`src/rtl/var_state_bank_if.sv`:
```
// rtl/var_state_bank_if.sv - request/status bundle between the variable state bank and its controller
//
// Purpose: groups every non-clock signal of var_state_bank.
// The master modport is the controller / solver side.
// The slave modport is the bank side.
// Port summary (names seen from the bank):
//   wr_i, var_value_i              load a full assignment (all levels become 0)
//   var_value_frombase_o           registered bank contents, 3 bits per variable {imp, val[1:0]}
//   var_value_tobase_i             clause evaluator feedback (implications / conflicts)
//   decide_i, decide_var_i, decide_val_i
//                                  decision request
//   apply_backtrack_i, bkt_lvl_i   backtrack request
//   busy_o, done_o                 propagating / propagation settled (pulse)
//   conflict_o, conflict_var_o     conflict state, lowest conflicting index
//   cur_lvl_o                      current decision level
//   reject_o                       refused request (pulse)
interface var_state_bank_if #(
  parameter int NUM_VARS_A_BIN = 8,
  parameter int WIDTH_LVL      = 4
);
  logic                          wr_i;
  logic [NUM_VARS_A_BIN*3-1:0]   var_value_i;
  logic [NUM_VARS_A_BIN*3-1:0]   var_value_frombase_o;
  logic [NUM_VARS_A_BIN*3-1:0]   var_value_tobase_i;
  logic                          decide_i;
  logic [2:0]                    decide_var_i;
  logic                          decide_val_i;
  logic                          apply_backtrack_i;
  logic [WIDTH_LVL-1:0]          bkt_lvl_i;
  logic                          busy_o;
  logic                          done_o;
  logic                          conflict_o;
  logic [2:0]                    conflict_var_o;
  logic [WIDTH_LVL-1:0]          cur_lvl_o;
  logic                          reject_o;

  modport master (
    output wr_i, var_value_i, var_value_tobase_i,
    output decide_i, decide_var_i, decide_val_i,
    output apply_backtrack_i, bkt_lvl_i,
    input  var_value_frombase_o, busy_o, done_o,
    input  conflict_o, conflict_var_o, cur_lvl_o, reject_o
  );

  modport slave (
    input  wr_i, var_value_i, var_value_tobase_i,
    input  decide_i, decide_var_i, decide_val_i,
    input  apply_backtrack_i, bkt_lvl_i,
    output var_value_frombase_o, busy_o, done_o,
    output conflict_o, conflict_var_o, cur_lvl_o, reject_o
  );
endinterface

```
`src/rtl/var_state_bank.sv`:
```
// rtl/var_state_bank.sv - SAT variable assignment bank with decision levels, propagation merge and backtrack
//
// Purpose: holds NUM_VARS_A_BIN 3-bit variables {imp, val} plus a decision level per variable.
// It merges clause evaluator feedback until the assignment settles or conflicts.
// It also applies decisions and backtracks.
// Ports:
//   clk  rising-edge clock
//   rst  asynchronous active-high reset
//   bus  var_state_bank_if.slave (see interface file for the signal list)
module var_state_bank #(
  parameter int NUM_VARS_A_BIN = 8,
  parameter int WIDTH_LVL      = 4
) (
  input  logic            clk,
  input  logic            rst,
  var_state_bank_if.slave bus
);
  localparam int NV = NUM_VARS_A_BIN;

  typedef enum logic [1:0] {S_IDLE, S_PROP, S_CONFLICT} state_t;

  state_t               state_q;
  logic [NV*3-1:0]      bank_q;
  logic [WIDTH_LVL-1:0] lvl_q [NV];
  logic [WIDTH_LVL-1:0] cur_lvl_q;
  logic                 done_q;
  logic                 reject_q;
  logic [2:0]           conflict_var_q;

  logic [NV-1:0]        adopt;
  logic [NV-1:0]        clash;
  logic [2:0]           first_conf;
  logic [1:0]           dec_cur;
  logic                 dec_ok;
  logic                 bkt_ok;

  // Per-variable merge of evaluator feedback against the bank.
  // Only the val field of the feedback matters; its imp bit is ignored.
  // A bank value of 11 (possible only via a load) is never treated as "assigned", so it cannot clash.
  always_comb begin
    adopt      = '0;
    clash      = '0;
    first_conf = '0;
    for (int i = 0; i < NV; i++) begin
      if (bus.var_value_tobase_i[3*i +: 2] == 2'b11) begin
        clash[i] = 1'b1;
      end else if (bus.var_value_tobase_i[3*i +: 2] != 2'b00) begin
        if (bank_q[3*i +: 2] == 2'b00) begin
          adopt[i] = 1'b1;
        end else if (bank_q[3*i +: 2] != 2'b11 &&
                     bank_q[3*i +: 2] != bus.var_value_tobase_i[3*i +: 2]) begin
          clash[i] = 1'b1;
        end
      end
    end
    // Scan downwards so the lowest clashing index wins.
    for (int i = NV - 1; i >= 0; i--) begin
      if (clash[i]) first_conf = 3'(i);
    end
  end

  assign dec_cur = bank_q[3*int'(bus.decide_var_i) +: 2];
  assign dec_ok  = (int'(bus.decide_var_i) < NV) && (dec_cur == 2'b00) && (cur_lvl_q != '1);
  assign bkt_ok  = (bus.bkt_lvl_i < cur_lvl_q);

  always_ff @(posedge clk or posedge rst) begin
    if (rst) begin
      state_q        <= S_IDLE;
      bank_q         <= '0;
      cur_lvl_q      <= '0;
      done_q         <= 1'b0;
      reject_q       <= 1'b0;
      conflict_var_q <= '0;
      for (int i = 0; i < NV; i++) lvl_q[i] <= '0;
    end else begin
      done_q   <= 1'b0;
      reject_q <= 1'b0;
      if (state_q == S_PROP) begin
        // Requests are refused while propagating; loads are silently ignored.
        if (bus.apply_backtrack_i || bus.decide_i) reject_q <= 1'b1;
        if (|clash) begin
          state_q        <= S_CONFLICT;
          conflict_var_q <= first_conf;
        end else if (|adopt) begin
          for (int i = 0; i < NV; i++) begin
            if (adopt[i]) begin
              bank_q[3*i +: 3] <= {1'b1, bus.var_value_tobase_i[3*i +: 2]};
              lvl_q[i]         <= cur_lvl_q;
            end
          end
        end else begin
          state_q <= S_IDLE;
          done_q  <= 1'b1;
        end
      end else if (bus.apply_backtrack_i) begin
        if (bkt_ok) begin
          for (int i = 0; i < NV; i++) begin
            if (lvl_q[i] > bus.bkt_lvl_i) begin
              bank_q[3*i +: 3] <= 3'b000;
              lvl_q[i]         <= '0;
            end
          end
          cur_lvl_q      <= bus.bkt_lvl_i;
          conflict_var_q <= '0;
          state_q        <= S_PROP;
        end else begin
          reject_q <= 1'b1;
        end
      end else if (bus.decide_i) begin
        if (state_q == S_IDLE && dec_ok) begin
          bank_q[3*int'(bus.decide_var_i) +: 3] <= {1'b0, (bus.decide_val_i ? 2'b10 : 2'b01)};
          lvl_q[bus.decide_var_i]                <= cur_lvl_q + 1'b1;
          cur_lvl_q                              <= cur_lvl_q + 1'b1;
          state_q                                <= S_PROP;
        end else begin
          reject_q <= 1'b1;
        end
      end else if (bus.wr_i && state_q == S_IDLE) begin
        bank_q    <= bus.var_value_i;
        cur_lvl_q <= '0;
        for (int i = 0; i < NV; i++) lvl_q[i] <= '0;
        state_q   <= S_PROP;
      end
    end
  end

  assign bus.var_value_frombase_o = bank_q;
  assign bus.busy_o               = (state_q == S_PROP);
  assign bus.conflict_o           = (state_q == S_CONFLICT);
  assign bus.done_o               = done_q;
  assign bus.reject_o             = reject_q;
  assign bus.conflict_var_o       = conflict_var_q;
  assign bus.cur_lvl_o            = cur_lvl_q;
endmodule

```
`src/flat_wrapper.sv`:
```
// flat-port wrapper written by rule: the top's interface ports become plain ports
module var_state_bank_flat 
#(
  parameter int NUM_VARS_A_BIN = 8,
  parameter int WIDTH_LVL      = 4
)
  (clk, rst, bus_wr_i, bus_var_value_i, bus_var_value_tobase_i, bus_decide_i, bus_decide_var_i, bus_decide_val_i, bus_apply_backtrack_i, bus_bkt_lvl_i, bus_var_value_frombase_o, bus_busy_o, bus_done_o, bus_conflict_o, bus_conflict_var_o, bus_cur_lvl_o, bus_reject_o);
  var_state_bank_if #(.NUM_VARS_A_BIN(NUM_VARS_A_BIN), .WIDTH_LVL(WIDTH_LVL)) bus_i ();
  input  logic clk;
  input  logic rst;
  input wire logic [$bits(bus_i.wr_i)-1:0] bus_wr_i;
  input wire logic [$bits(bus_i.var_value_i)-1:0] bus_var_value_i;
  input wire logic [$bits(bus_i.var_value_tobase_i)-1:0] bus_var_value_tobase_i;
  input wire logic [$bits(bus_i.decide_i)-1:0] bus_decide_i;
  input wire logic [$bits(bus_i.decide_var_i)-1:0] bus_decide_var_i;
  input wire logic [$bits(bus_i.decide_val_i)-1:0] bus_decide_val_i;
  input wire logic [$bits(bus_i.apply_backtrack_i)-1:0] bus_apply_backtrack_i;
  input wire logic [$bits(bus_i.bkt_lvl_i)-1:0] bus_bkt_lvl_i;
  output wire logic [$bits(bus_i.var_value_frombase_o)-1:0] bus_var_value_frombase_o;
  output wire logic [$bits(bus_i.busy_o)-1:0] bus_busy_o;
  output wire logic [$bits(bus_i.done_o)-1:0] bus_done_o;
  output wire logic [$bits(bus_i.conflict_o)-1:0] bus_conflict_o;
  output wire logic [$bits(bus_i.conflict_var_o)-1:0] bus_conflict_var_o;
  output wire logic [$bits(bus_i.cur_lvl_o)-1:0] bus_cur_lvl_o;
  output wire logic [$bits(bus_i.reject_o)-1:0] bus_reject_o;
  assign bus_i.wr_i = bus_wr_i;
  assign bus_i.var_value_i = bus_var_value_i;
  assign bus_i.var_value_tobase_i = bus_var_value_tobase_i;
  assign bus_i.decide_i = bus_decide_i;
  assign bus_i.decide_var_i = bus_decide_var_i;
  assign bus_i.decide_val_i = bus_decide_val_i;
  assign bus_i.apply_backtrack_i = bus_apply_backtrack_i;
  assign bus_i.bkt_lvl_i = bus_bkt_lvl_i;
  assign bus_var_value_frombase_o = bus_i.var_value_frombase_o;
  assign bus_busy_o = bus_i.busy_o;
  assign bus_done_o = bus_i.done_o;
  assign bus_conflict_o = bus_i.conflict_o;
  assign bus_conflict_var_o = bus_i.conflict_var_o;
  assign bus_cur_lvl_o = bus_i.cur_lvl_o;
  assign bus_reject_o = bus_i.reject_o;
  var_state_bank #(.NUM_VARS_A_BIN(NUM_VARS_A_BIN), .WIDTH_LVL(WIDTH_LVL)) u_core (.clk(clk), .rst(rst), .bus(bus_i));
endmodule
```
`config.mk`:
```
export PLATFORM = sky130hd
export DESIGN_NAME = var_state_bank_flat
export DESIGN_NICKNAME = d
export VERILOG_FILES = /design/src/rtl/var_state_bank_if.sv /design/src/rtl/var_state_bank.sv /design/src/flat_wrapper.sv
export SDC_FILE = /design/constraint.sdc
export NUM_CORES = 1
export LEC_CHECK = 0
export CAP_MARGIN = 20
export CORE_MARGIN = 2
export CORE_UTILIZATION = 50
export CTS_CLUSTER_DIAMETER = 50
export CTS_CLUSTER_SIZE = 30
export DETAILED_ROUTE_END_ITERATION = 10
export MAX_ROUTING_LAYER = met4
export PLACE_DENSITY_LB_ADDON = 0.05
export SLEW_MARGIN = 20
export SYNTH_ARGS = -nofsm -noshare
export SYNTH_HDL_FRONTEND = slang
export SYNTH_SLANG_ARGS = --single-unit
```
`constraint.sdc`:
```
create_clock -name clk -period 4.15 [get_ports clk]
set_clock_uncertainty 0.05 [all_clocks]
set_input_delay 0.415 -clock clk [delete_from_list [all_inputs] [get_ports clk]]
set_output_delay 0.415 -clock clk [all_outputs]
set_load 0.05 [all_outputs]
```
### Metal layers overlaid

Drawn at 4 px/um.
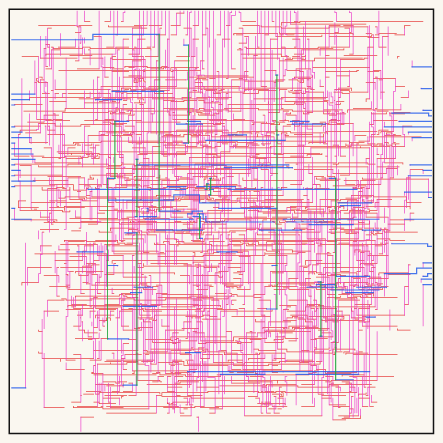
Key: M3 = blue [wire length 766 um]; M1 = red [wire length 6,670 um]; M4 = green [wire length 309 um]; M2 = magenta [wire length 7,230 um]
number of vias after detailed routing: 4,612
total global-route track usage: 28.15%

### Sequential cells coloured by netlist name

Drawn at 4 px/um. Other sequential cells in the stronger grey, the rest of the logic in the fainter grey.
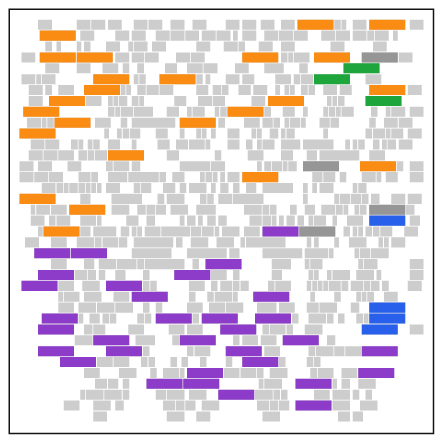
Key: u_core.bus.var_value_frombase_o = orange [sequential cells 24]; u_core.bus.cur_lvl_o = blue [sequential cells 4, where bottom right]; u_core.bus.conflict_var_o = green [sequential cells 3]; u_core.lvl_q = purple [sequential cells 32]
share of the core filled with cells in the final layout: 62.49%
power drawn by the sequential cells: 1.12 mW
fraction of area in registers: 26.34%
area of all sequential standard cells: 0.001677 mm^2

### Clock nets

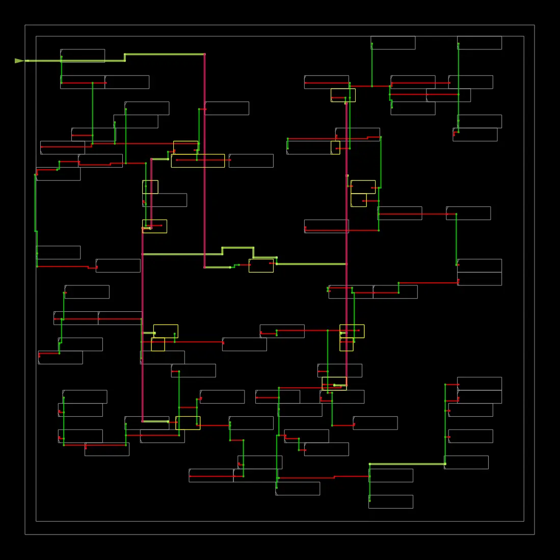
CTS Buf Count: 9
Clk. pwr: 0.553 mW
# clock sinks: 67
seq_cells: 67
Insertion Delay late pin: 0.36 ns

==> flow_summary.toml <==
# synthesis and place-and-route metrics
[outcome]
outcome = "finished clean"

[logic_synthesis]
xor_area_share_pct = 2.032
asyncSetResetFlopFracSynth_pct = 100.0
yosys.stat.seqShare_pct = 32.42
post_synth.cell_area_avg_um2 = 9.594
synth.logic.top_family = "AND-OR/OR-AND gates"
yosys.area_share.adder_pct = 9.678
synth-warning-count = 0
yosys.area_share.aoi_pct = 21.92
number_of_flops_mapped_to_enable_cells_by_yosys = 0
synth_top_cell_by_area = "dfrtp_1"
synthesis.instances = 539
yosysTopAreaCellShare_pct = 32.42
ys_area_mm2 = 0.005171
cell_area_after_technology_mapping_mm2 = 0.005171
netlist.top_cell.by_instances = "dfrtp_1"
synth.top_cells.by_count = "dfrtp_1 (67), mux2_1 (48), o21ai_0 (46)"
yosys.cell_types.count = 58
mux_share_pct = 12.39
ys_seq_elements = 67
postSynthNetCount = 640
yosys_cells = 539
simple_share_synth_pct = 17.47
synth.area.top_cells = "dfrtp_1 (32%), mux2_1 (10%), ha_1 (9.7%)"
postSynth.topFlopCell = "dfrtp_1"

[power_and_ir_drop]
power_leader = "combinational cells"
total_power_mw = 4.513
power.share.sequential_pct = 24.8
p_sw_mw = 2.269
power.leakage_nw = 2.700
switching_share_pct = 50.28
power.combinational.total_mw = 2.84
power_per_cell_area_mw_per_mm2 = 709.0
pwr-share-clk_pct = 12.3
vdd_drop_max_mv = 0.5037
cell_internal_pwr_mw = 2.244
power.share.combinational_pct = 62.9

[floorplan]
chipArea_mm2 = 0.01117
boundaryPins = 96
core-area_mm2 = 0.01018
die-height_um = 105.7
initial_core_util_pct = 50.77
die_width_um = 105.7
num_rows = 37
n_tap_cell = 136

[grt]
grt_pass1_wl_um = 23760
grt_pass1_vias = 4533
met2_usage_pct = 43.96
remaining_global_route_overflow = 0
grt.met1_usage_pct = 37.70
grt.met3_usage_pct = 4.020
grt.busiest_layer = "met2"
grt_start_max_net_pins = 43
antenna_found_initial = 0

[hold_path]
worst_hold_path_type = "input port to async pin"

[final_timing]
grt_setup_unrepaired = "false"
timing.final.setup_violations = 0
worst_pin_slew_ns = 0.7727
hold_viol_final = 0
period_minus_slack_ns = 3.399
drv_slew = 0
max_freq_mhz = 294.2
timing.slew.headroom_pct = 48.48
setup_slack_ns = 0.7514
holdWs_ns = 0.4048
timing.setup.tns_ns = 0
final_cycle_utilization_of_the_critical_path_pct = 81.89

[route]
detail_route.wl_per_cell_um = 19.58
dr_wl_met2_um = 7232
drtAntennaViolNets = 0
wl_met3_um = 765
number_of_design_rule_violations_left_by_the_first_detailed_router_iteration = 318
route.detailed.drc = 0
dr.max_layer_used = "met4"
firstDrtPassIters = 5
avgViaCountPerCell = 6.029
drt_wl_total_um = 14980
route.layer.met1.wl_um = 6670

[clock_network]
ctsResizeCount = 0
clock_tree.root_cell = "clkbuf_8"
worst_setup_hold_path_clk_slew_ns = 0.08
cts_tree = "done"
cts.path.max_buffers = 2
cts_htree_levels = 3
post_cts_setup_inserts = 0
cts_hold_buf = 0

[setup_path]
path_delay_family = "AND-OR/OR-AND gates"
worst_ep_required_time_ns = 4.34
worst-r2r-setup-slack_ns = 0.88
critical_path.n_buffers_inverters = 1
critPathCapture = "u_core.lvl_q[16]$_DFFE_PP0P_"
critical_path_class = "input port to flip-flop"
critical_path_depth = 8
crit_chain = "clkdlybuf4s50_1 -> or3_1 -> o22ai_1 -> a211oi_2 -> a21oi_1 -> a211o_2 -> a2111oi_4 -> mux2_1"
worstSetupStartpointType = "input port"
critical_path.max_fanout = 18
critPathMaxStageDelay_ns = 0.85
crit-reg2reg-capture = "u_core.lvl_q[16]$_DFFE_PP0P_"
cp_data_arrival_time_ns = 3.59
slowest_stage = "clkdlybuf4s50_1"
ff2ff_path_depth = 8
worstSetupEndpointType = "flip-flop"
critical_path.reg2reg.startpoint = "u_core.bus.cur_lvl_o[0]$_DFFE_PP0P_"
worst_setup_path_startpoint = "bus_decide_var_i[2]"

[placement]
placed_cells_incl_taps = 750
dp.final_hpwl_um = 11230
placement.cell_area_mm2 = 0.006173
io_buffers = 87
gp_congestion = 0.8817
dpl_worst_slack_ns = 0.4107

[final_layout]
area.combinational_mm2 = 0.003283
total_of_plain_and_repair_buffers_excluding_clock_buffers = 95
synthToLayoutAreaGrowth_pct = 23.08
top_area_cell_class = "combinational gates"
registers.top_by_ff_count = "u_core.lvl_q"
non_clock_buffer_area_share_pct = 14.63
postLayoutCellArea_mm2 = 0.006365
antenna_cells_inserted = 0
clkCellAreaFrac_pct = 3.008
finalNetCount = 726
inverters = 30
nFillCells = 866
final_layout_size_suffix_gt1_share_pct = 7.949
largest_register_ffs = 32
top_cells_excl_fill_tap = "clkdlybuf4s50_1 (87), dfrtp_1 (67), mux2_1 (48), o21ai_0 (46)"
finish.cell_count_without_fillers = 765
sh_comb_area_pct = 51.58
n_clock_buffer = 9
layout_top_cell = "clkdlybuf4s50_1"

[flow_run]
warnings = 37
max_cap_viols = 0
No activity file was given, so power comes from the tool's default toggle rates.
